detail.png
Region (89, 24) to (109, 44) um. Cells in grey, sequential cells in the stronger grey; small squares are vias.
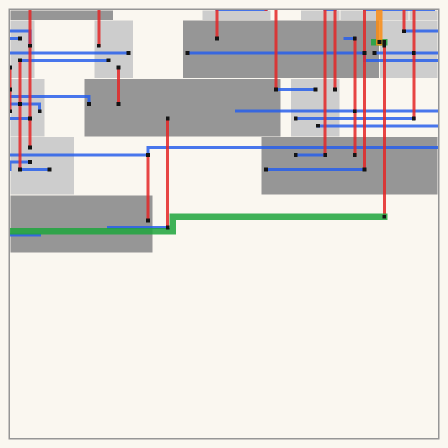
congestion.png
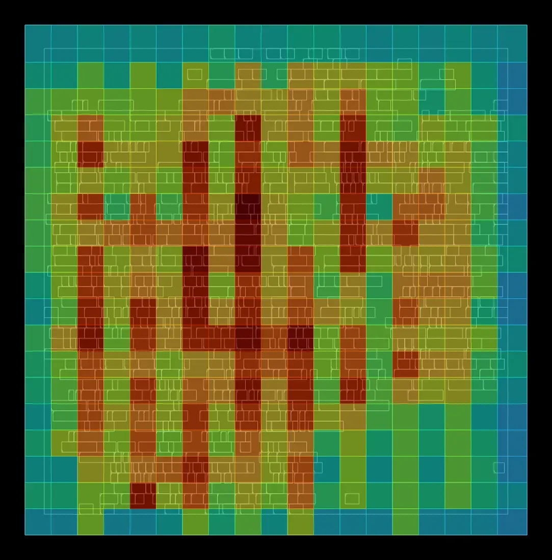
clk_routes.png
Scale: 2 px per um.
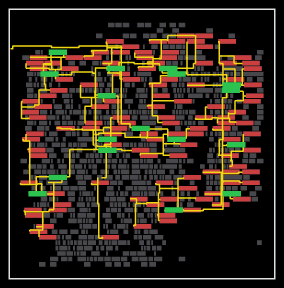
layer_met4.png
Scale: 3 px per um.
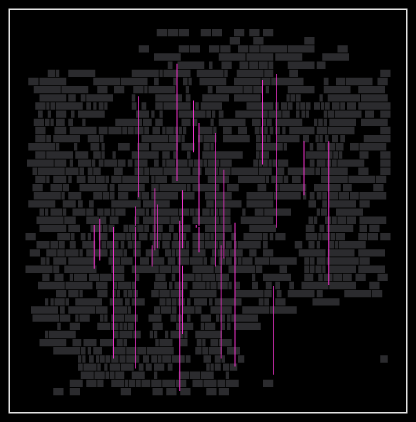
**src/rtl/wave_pkg.sv**
```systemverilog
// Shared types and constants for the waveform period meter.
package wave_pkg;

    localparam int DATA_W_DEF = 8;
    localparam int THR_RESET  = 128;

    typedef enum logic [1:0] {
        S_SEARCH,
        S_ARM,
        S_HIGH,
        S_LOW
    } wave_state_t;

endpackage

```
**src/rtl/wave_period_meter_if.sv**
```systemverilog
// Sample stream in, per-period measurements out, plus FSM/threshold debug taps.
interface wave_period_meter_if #(
    parameter int DATA_W = wave_pkg::DATA_W_DEF,
    parameter int CNT_W  = 24
);
    import wave_pkg::*;

    // sample_valid qualifies sample_data in the same cycle; there is no ready,
    // the meter accepts every valid sample. meas_valid is a one-cycle strobe
    // and the result fields hold until the next strobe.
    logic              sample_valid;
    logic [DATA_W-1:0] sample_data;
    logic [CNT_W-1:0]  period;
    logic [DATA_W-1:0] vmax;
    logic [DATA_W-1:0] vmin;
    logic [DATA_W-1:0] vpp;
    logic              meas_valid;
    logic              no_signal;
    wave_state_t       dbg_state;
    logic [DATA_W-1:0] dbg_thr;

    modport master (
        output sample_valid, sample_data,
        input  period, vmax, vmin, vpp, meas_valid, no_signal, dbg_state, dbg_thr
    );

    modport slave (
        input  sample_valid, sample_data,
        output period, vmax, vmin, vpp, meas_valid, no_signal, dbg_state, dbg_thr
    );

endinterface

```
**src/rtl/wave_minmax_tracker.sv**
```systemverilog
// Running minimum/maximum pair: init loads both with the sample, update widens them.
module wave_minmax_tracker
    import wave_pkg::*;
#(
    parameter int DATA_W = DATA_W_DEF
) (
    input  logic              clk,
    input  logic              rst_n,
    input  logic              clear,
    input  logic              init,
    input  logic              update,
    input  logic [DATA_W-1:0] sample,
    output logic [DATA_W-1:0] vmin,
    output logic [DATA_W-1:0] vmax
);

    always_ff @(posedge clk or negedge rst_n) begin
        if (!rst_n) begin
            vmin <= '0;
            vmax <= '0;
        end else if (clear) begin
            vmin <= '0;
            vmax <= '0;
        end else if (init) begin
            vmin <= sample;
            vmax <= sample;
        end else if (update) begin
            if (sample < vmin) vmin <= sample;
            if (sample > vmax) vmax <= sample;
        end
    end

endmodule

```
**src/rtl/wave_period_meter.sv**
```systemverilog
// Rising-crossing period meter with adaptive mid-level threshold and hysteresis;
// publishes period, max, min and peak-to-peak once per waveform period.
module wave_period_meter
    import wave_pkg::*;
#(
    parameter int DATA_W = DATA_W_DEF,
    parameter int CNT_W  = 24,
    parameter int HYST   = 8
) (
    input logic                clk,
    input logic                rst_n,
    input logic                clear,
    wave_period_meter_if.slave bus
);

    localparam logic [CNT_W-1:0] CNT_MAX = '1;
    localparam logic [DATA_W:0]  HYST_W  = (DATA_W+1)'(HYST);

    wave_state_t       state;
    logic [DATA_W-1:0] thr;
    logic [DATA_W:0]   thr_hi_w;
    logic [DATA_W:0]   thr_lo_w;
    logic [DATA_W-1:0] thr_hi;
    logic [DATA_W-1:0] thr_lo;
    logic [CNT_W-1:0]  cnt;
    logic              run_empty;
    logic [DATA_W-1:0] run_min;
    logic [DATA_W-1:0] run_max;
    logic [DATA_W-1:0] run_min_nxt;
    logic [DATA_W-1:0] run_max_nxt;
    logic [DATA_W-1:0] win_min;
    logic [DATA_W-1:0] win_max;
    logic [CNT_W-1:0]  period_q;
    logic [DATA_W-1:0] vmax_q;
    logic [DATA_W-1:0] vmin_q;
    logic [DATA_W-1:0] vpp_q;
    logic              meas_q;
    logic              nosig_q;

    logic              v;
    logic [DATA_W-1:0] s;
    logic              above;
    logic              below;
    logic              in_meas;
    logic              crossing;
    logic              run_init;
    logic              run_upd;
    logic              win_init;
    logic              win_upd;

    function automatic logic [DATA_W-1:0] midpoint(input logic [DATA_W-1:0] a,
                                                   input logic [DATA_W-1:0] b);
        logic [DATA_W:0] sum;
        sum = {1'b0, a} + {1'b0, b};
        return sum[DATA_W:1];
    endfunction

    assign v = bus.sample_valid;
    assign s = bus.sample_data;

    // The extra top bit flags overflow (hi) or borrow (lo); both clamp to the rail.
    always_comb begin
        thr_hi_w = {1'b0, thr} + HYST_W;
        thr_lo_w = {1'b0, thr} - HYST_W;
        thr_hi   = thr_hi_w[DATA_W] ? '1 : thr_hi_w[DATA_W-1:0];
        thr_lo   = thr_lo_w[DATA_W] ? '0 : thr_lo_w[DATA_W-1:0];
    end

    assign above    = v && (s >= thr_hi);
    assign below    = v && (s <= thr_lo);
    assign in_meas  = (state == S_HIGH) || (state == S_LOW);
    assign crossing = (state == S_LOW) && above;

    // Search-phase extremes including the current sample, so thr tracks it at once.
    assign run_min_nxt = (run_empty || s < run_min) ? s : run_min;
    assign run_max_nxt = (run_empty || s > run_max) ? s : run_max;

    assign run_init = (state == S_SEARCH) && v && run_empty;
    assign run_upd  = (state == S_SEARCH) && v && !run_empty;
    // The crossing sample closes one window and seeds the next.
    assign win_init = ((state == S_ARM) && above) || crossing;
    assign win_upd  = in_meas && v && !crossing;

    wave_minmax_tracker #(.DATA_W(DATA_W)) u_run (
        .clk    (clk),
        .rst_n  (rst_n),
        .clear  (clear),
        .init   (run_init),
        .update (run_upd),
        .sample (s),
        .vmin   (run_min),
        .vmax   (run_max)
    );

    wave_minmax_tracker #(.DATA_W(DATA_W)) u_win (
        .clk    (clk),
        .rst_n  (rst_n),
        .clear  (clear),
        .init   (win_init),
        .update (win_upd),
        .sample (s),
        .vmin   (win_min),
        .vmax   (win_max)
    );

    always_ff @(posedge clk or negedge rst_n) begin
        if (!rst_n) begin
            state     <= S_SEARCH;
            thr       <= DATA_W'(THR_RESET);
            cnt       <= '0;
            run_empty <= 1'b1;
            period_q  <= '0;
            vmax_q    <= '0;
            vmin_q    <= '0;
            vpp_q     <= '0;
            meas_q    <= 1'b0;
            nosig_q   <= 1'b1;
        end else if (clear) begin
            state     <= S_SEARCH;
            thr       <= DATA_W'(THR_RESET);
            cnt       <= '0;
            run_empty <= 1'b1;
            period_q  <= '0;
            vmax_q    <= '0;
            vmin_q    <= '0;
            vpp_q     <= '0;
            meas_q    <= 1'b0;
            nosig_q   <= 1'b1;
        end else begin
            meas_q <= 1'b0;
            case (state)
                S_SEARCH: begin
                    if (v) begin
                        run_empty <= 1'b0;
                        thr       <= midpoint(run_min_nxt, run_max_nxt);
                        if (below) state <= S_ARM;
                    end
                end
                S_ARM: begin
                    if (above) begin
                        state <= S_HIGH;
                        cnt   <= CNT_W'(1);
                    end
                end
                S_HIGH, S_LOW: begin
                    if (crossing) begin
                        period_q <= cnt;
                        vmax_q   <= win_max;
                        vmin_q   <= win_min;
                        vpp_q    <= win_max - win_min;
                        meas_q   <= 1'b1;
                        nosig_q  <= 1'b0;
                        thr      <= midpoint(win_max, win_min);
                        cnt      <= CNT_W'(1);
                        state    <= S_HIGH;
                    end else if (cnt == CNT_MAX) begin
                        // Loss of signal: results are kept, search restarts fresh.
                        nosig_q   <= 1'b1;
                        run_empty <= 1'b1;
                        cnt       <= '0;
                        state     <= S_SEARCH;
                    end else begin
                        cnt <= cnt + CNT_W'(1);
                        if ((state == S_HIGH) && below) state <= S_LOW;
                    end
                end
                default: state <= S_SEARCH;
            endcase
        end
    end

    assign bus.period     = period_q;
    assign bus.vmax       = vmax_q;
    assign bus.vmin       = vmin_q;
    assign bus.vpp        = vpp_q;
    assign bus.meas_valid = meas_q;
    assign bus.no_signal  = nosig_q;
    assign bus.dbg_state  = state;
    assign bus.dbg_thr    = thr;

endmodule

```
**src/flat_wrapper.sv**
```systemverilog
// flat-port wrapper written by rule: the top's interface ports become plain ports
module wave_period_meter_flat import wave_pkg::*;
#(
    parameter int DATA_W = DATA_W_DEF,
    parameter int CNT_W  = 24,
    parameter int HYST   = 8
)
  (clk, rst_n, clear, bus_sample_valid, bus_sample_data, bus_period, bus_vmax, bus_vmin, bus_vpp, bus_meas_valid, bus_no_signal, bus_dbg_state, bus_dbg_thr);
  wave_period_meter_if #(.DATA_W(DATA_W), .CNT_W(CNT_W)) bus_i ();
  input logic clk;
  input logic rst_n;
  input logic clear;
  input wire logic [$bits(bus_i.sample_valid)-1:0] bus_sample_valid;
  input wire logic [$bits(bus_i.sample_data)-1:0] bus_sample_data;
  output wire logic [$bits(bus_i.period)-1:0] bus_period;
  output wire logic [$bits(bus_i.vmax)-1:0] bus_vmax;
  output wire logic [$bits(bus_i.vmin)-1:0] bus_vmin;
  output wire logic [$bits(bus_i.vpp)-1:0] bus_vpp;
  output wire logic [$bits(bus_i.meas_valid)-1:0] bus_meas_valid;
  output wire logic [$bits(bus_i.no_signal)-1:0] bus_no_signal;
  output wire logic [$bits(bus_i.dbg_state)-1:0] bus_dbg_state;
  output wire logic [$bits(bus_i.dbg_thr)-1:0] bus_dbg_thr;
  assign bus_i.sample_valid = bus_sample_valid;
  assign bus_i.sample_data = bus_sample_data;
  assign bus_period = bus_i.period;
  assign bus_vmax = bus_i.vmax;
  assign bus_vmin = bus_i.vmin;
  assign bus_vpp = bus_i.vpp;
  assign bus_meas_valid = bus_i.meas_valid;
  assign bus_no_signal = bus_i.no_signal;
  assign bus_dbg_state = bus_i.dbg_state;
  assign bus_dbg_thr = bus_i.dbg_thr;
  wave_period_meter #(.DATA_W(DATA_W), .CNT_W(CNT_W), .HYST(HYST)) u_core (.clk(clk), .rst_n(rst_n), .clear(clear), .bus(bus_i));
endmodule
```
**config.mk**
```make
export PLATFORM = sky130hd
export DESIGN_NAME = wave_period_meter_flat
export DESIGN_NICKNAME = d
export VERILOG_FILES = /design/src/rtl/wave_pkg.sv /design/src/rtl/wave_period_meter_if.sv /design/src/rtl/wave_minmax_tracker.sv /design/src/rtl/wave_period_meter.sv /design/src/flat_wrapper.sv
export SDC_FILE = /design/constraint.sdc
export NUM_CORES = 1
export LEC_CHECK = 0
export CAP_MARGIN = 15
export CORE_AREA = 5 5 127 129
export DETAILED_ROUTE_END_ITERATION = 8
export DIE_AREA = 0 0 132 134
export GPL_ROUTABILITY_DRIVEN = 0
export MAX_ROUTING_LAYER = met4
export PLACE_DENSITY = 0.73
export SYNTH_ARGS = -nofsm -noshare
export SYNTH_HDL_FRONTEND = slang
export SYNTH_SLANG_ARGS = --single-unit
```
**constraint.sdc**
```tcl
create_clock -name clk -period 6.27 [get_ports clk]
set_input_delay 1.254 -clock clk [delete_from_list [all_inputs] [get_ports clk]]
set_output_delay 1.254 -clock clk [all_outputs]
set_load 0.03 [all_outputs]
```
==> flow_summary.toml <==
# generated from flow reports
[power]
max-vdd-ir-drop_mv = 0.205
share_comb_of_total_power_pct = 32.6
comb-power_uw = 992
power_uw = 3040
pwr.group.sequential_uw = 934

[grt]
number_of_global_route_vias_before_repair = 6069
initial_antenna_violation_count = 0

[final_timing]
final.setup.tns_ps = 0
final_period_demand_of_the_worst_path_ps = 5160
hold-worst-slack_ps = 483
final_hold_viol_count = 0

[cells_and_area]
drive_gt1_share_pct = 11.4
ff_latch_area_mm2 = 0.00293

[synthesis]
yosysWarnings = 0
synthDominantAreaCellType = "sky130_fd_sc_hd__dfrtp_1"
yosysChipArea_mm2 = 0.00728
synthTopCellsByCount = "114 x sky130_fd_sc_hd__dfrtp_1, 71 x sky130_fd_sc_hd__ha_1, 64 x sky130_fd_sc_hd__nand2_1"
flop_cell = "sky130_fd_sc_hd__dfrtp_1"
yosysUniqueCellTypes = 61

[clocking]
number_of_cts_inserted_buffers = 17

[placement]
cell_total_after_placement = 975

[die]
fp-row-count = 45
floorplan.initialDensity_pct = 48.8
die_height_um = 134

[job]
warning_count = 34

[critical_path]
reg2regPathDepth = 12
crit_buf_inv = 1
cp.arrival_ps = 5510
rr_startpoint = "u_core.bus.dbg_thr[5]"

[drt]
drt-initial-drc-count = 410
met1_length_um = 7830

[run_status]
outcome = "finished clean"
-- detail.png (at the start) --
[green] metal 3
[red] metal 2
[blue] metal 1
[orange] metal 4
sequential cells in the window: 4
most frequent: dfrtp_1 (4), a21oi_1 (2)
netlist names of flops here include: `u_core.cnt` (3), `u_core.bus.dbg_state` (1)
cells with their middle in the window: 9

-- congestion.png (at the start) --
Overall Global Routing Usage: 21.8%
most heavily used metal layer in global routing: met2
met3 capacity usage during global routing: 5.06%
met1 layer usage reported by global route: 26.2%
utilization after layout: 59.1%

-- clk_routes.png (at the start) --
[yellow] clock wires | length: 1570 um
[green] clock drivers | count: 17
[red] flip-flops | count: 117
routed clock nets: 18
reported clock group power: 1120 uW
clock network fraction of total power: 36.7%
later-pin clock latency in the skew report: 430 ps
clock tree skew after final layout: 14.6 ps

-- layer_met4.png (at the start) --
main direction: vertical
share of all routed wire: 4.0%

==> registers in the layout (all words and copies together) (netlist names) <==
signal / count
u_core.u_run.vmax: 8
u_core.u_win.vmax: 8
u_core.u_run.vmin: 8
u_core.bus.dbg_state: 2
u_core.cnt: 24
u_core.bus.vmax: 8
u_core.run_empty: 1
u_core.bus.vpp: 8
u_core.u_win.vmin: 8
u_core.bus.vmin: 8
u_core.bus.period: 24
u_core.bus.no_signal: 1
u_core.bus.meas_valid: 1
u_core.bus.dbg_thr: 8
==> cell families (layout without fill, tap and decap cells) <==
| family | after synthesis | after routing | synth area share [%] |
|---|---|---|---|
| XOR/XNOR | 22 | 22 | 2.65 |
| adder cells (fa/ha/maj) | 74 | 74 | 13.0 |
| flip-flops | 117 | 117 | 40.3 |
| buffers and inverters | 72 | 154 | 4.18 |
| AND-OR/OR-AND | 193 | 193 | 17.7 |
| AND/OR/NAND/NOR | 207 | 207 | 14.4 |
| multiplexers | 52 | 52 | 7.69 |
==> cell type report <==
cell class	instances	share of cell area [%]
multi-input cells	548	46.0
flip-flops and latches	117	33.2
repair buffers	77	8.54
clock buffers	18	4.87
clock inverters	14	2.81
well taps	188	2.67
inverters	45	1.91
==> worst max path at each step <==
stage	start	to	slack, ps	cells past startpoint
6_report	bus_sample_data[7]	u_core.bus.dbg_thr[7]	1110	16
5_1_grt	bus_sample_data[7]	u_core.bus.dbg_thr[7]	820	15
4_1_cts	bus_sample_data[7]	u_core.bus.dbg_thr[7]	1120	16
3_5_place_dp	bus_sample_data[7]	u_core.bus.dbg_thr[7]	700	16
3_3_place_gp	bus_sample_data[7]	u_core.bus.dbg_thr[7]	840	16
2_1_floorplan	bus_sample_data[0]	u_core.bus.dbg_thr[7]	1810	15
Power and IR drop assume default switching activity.
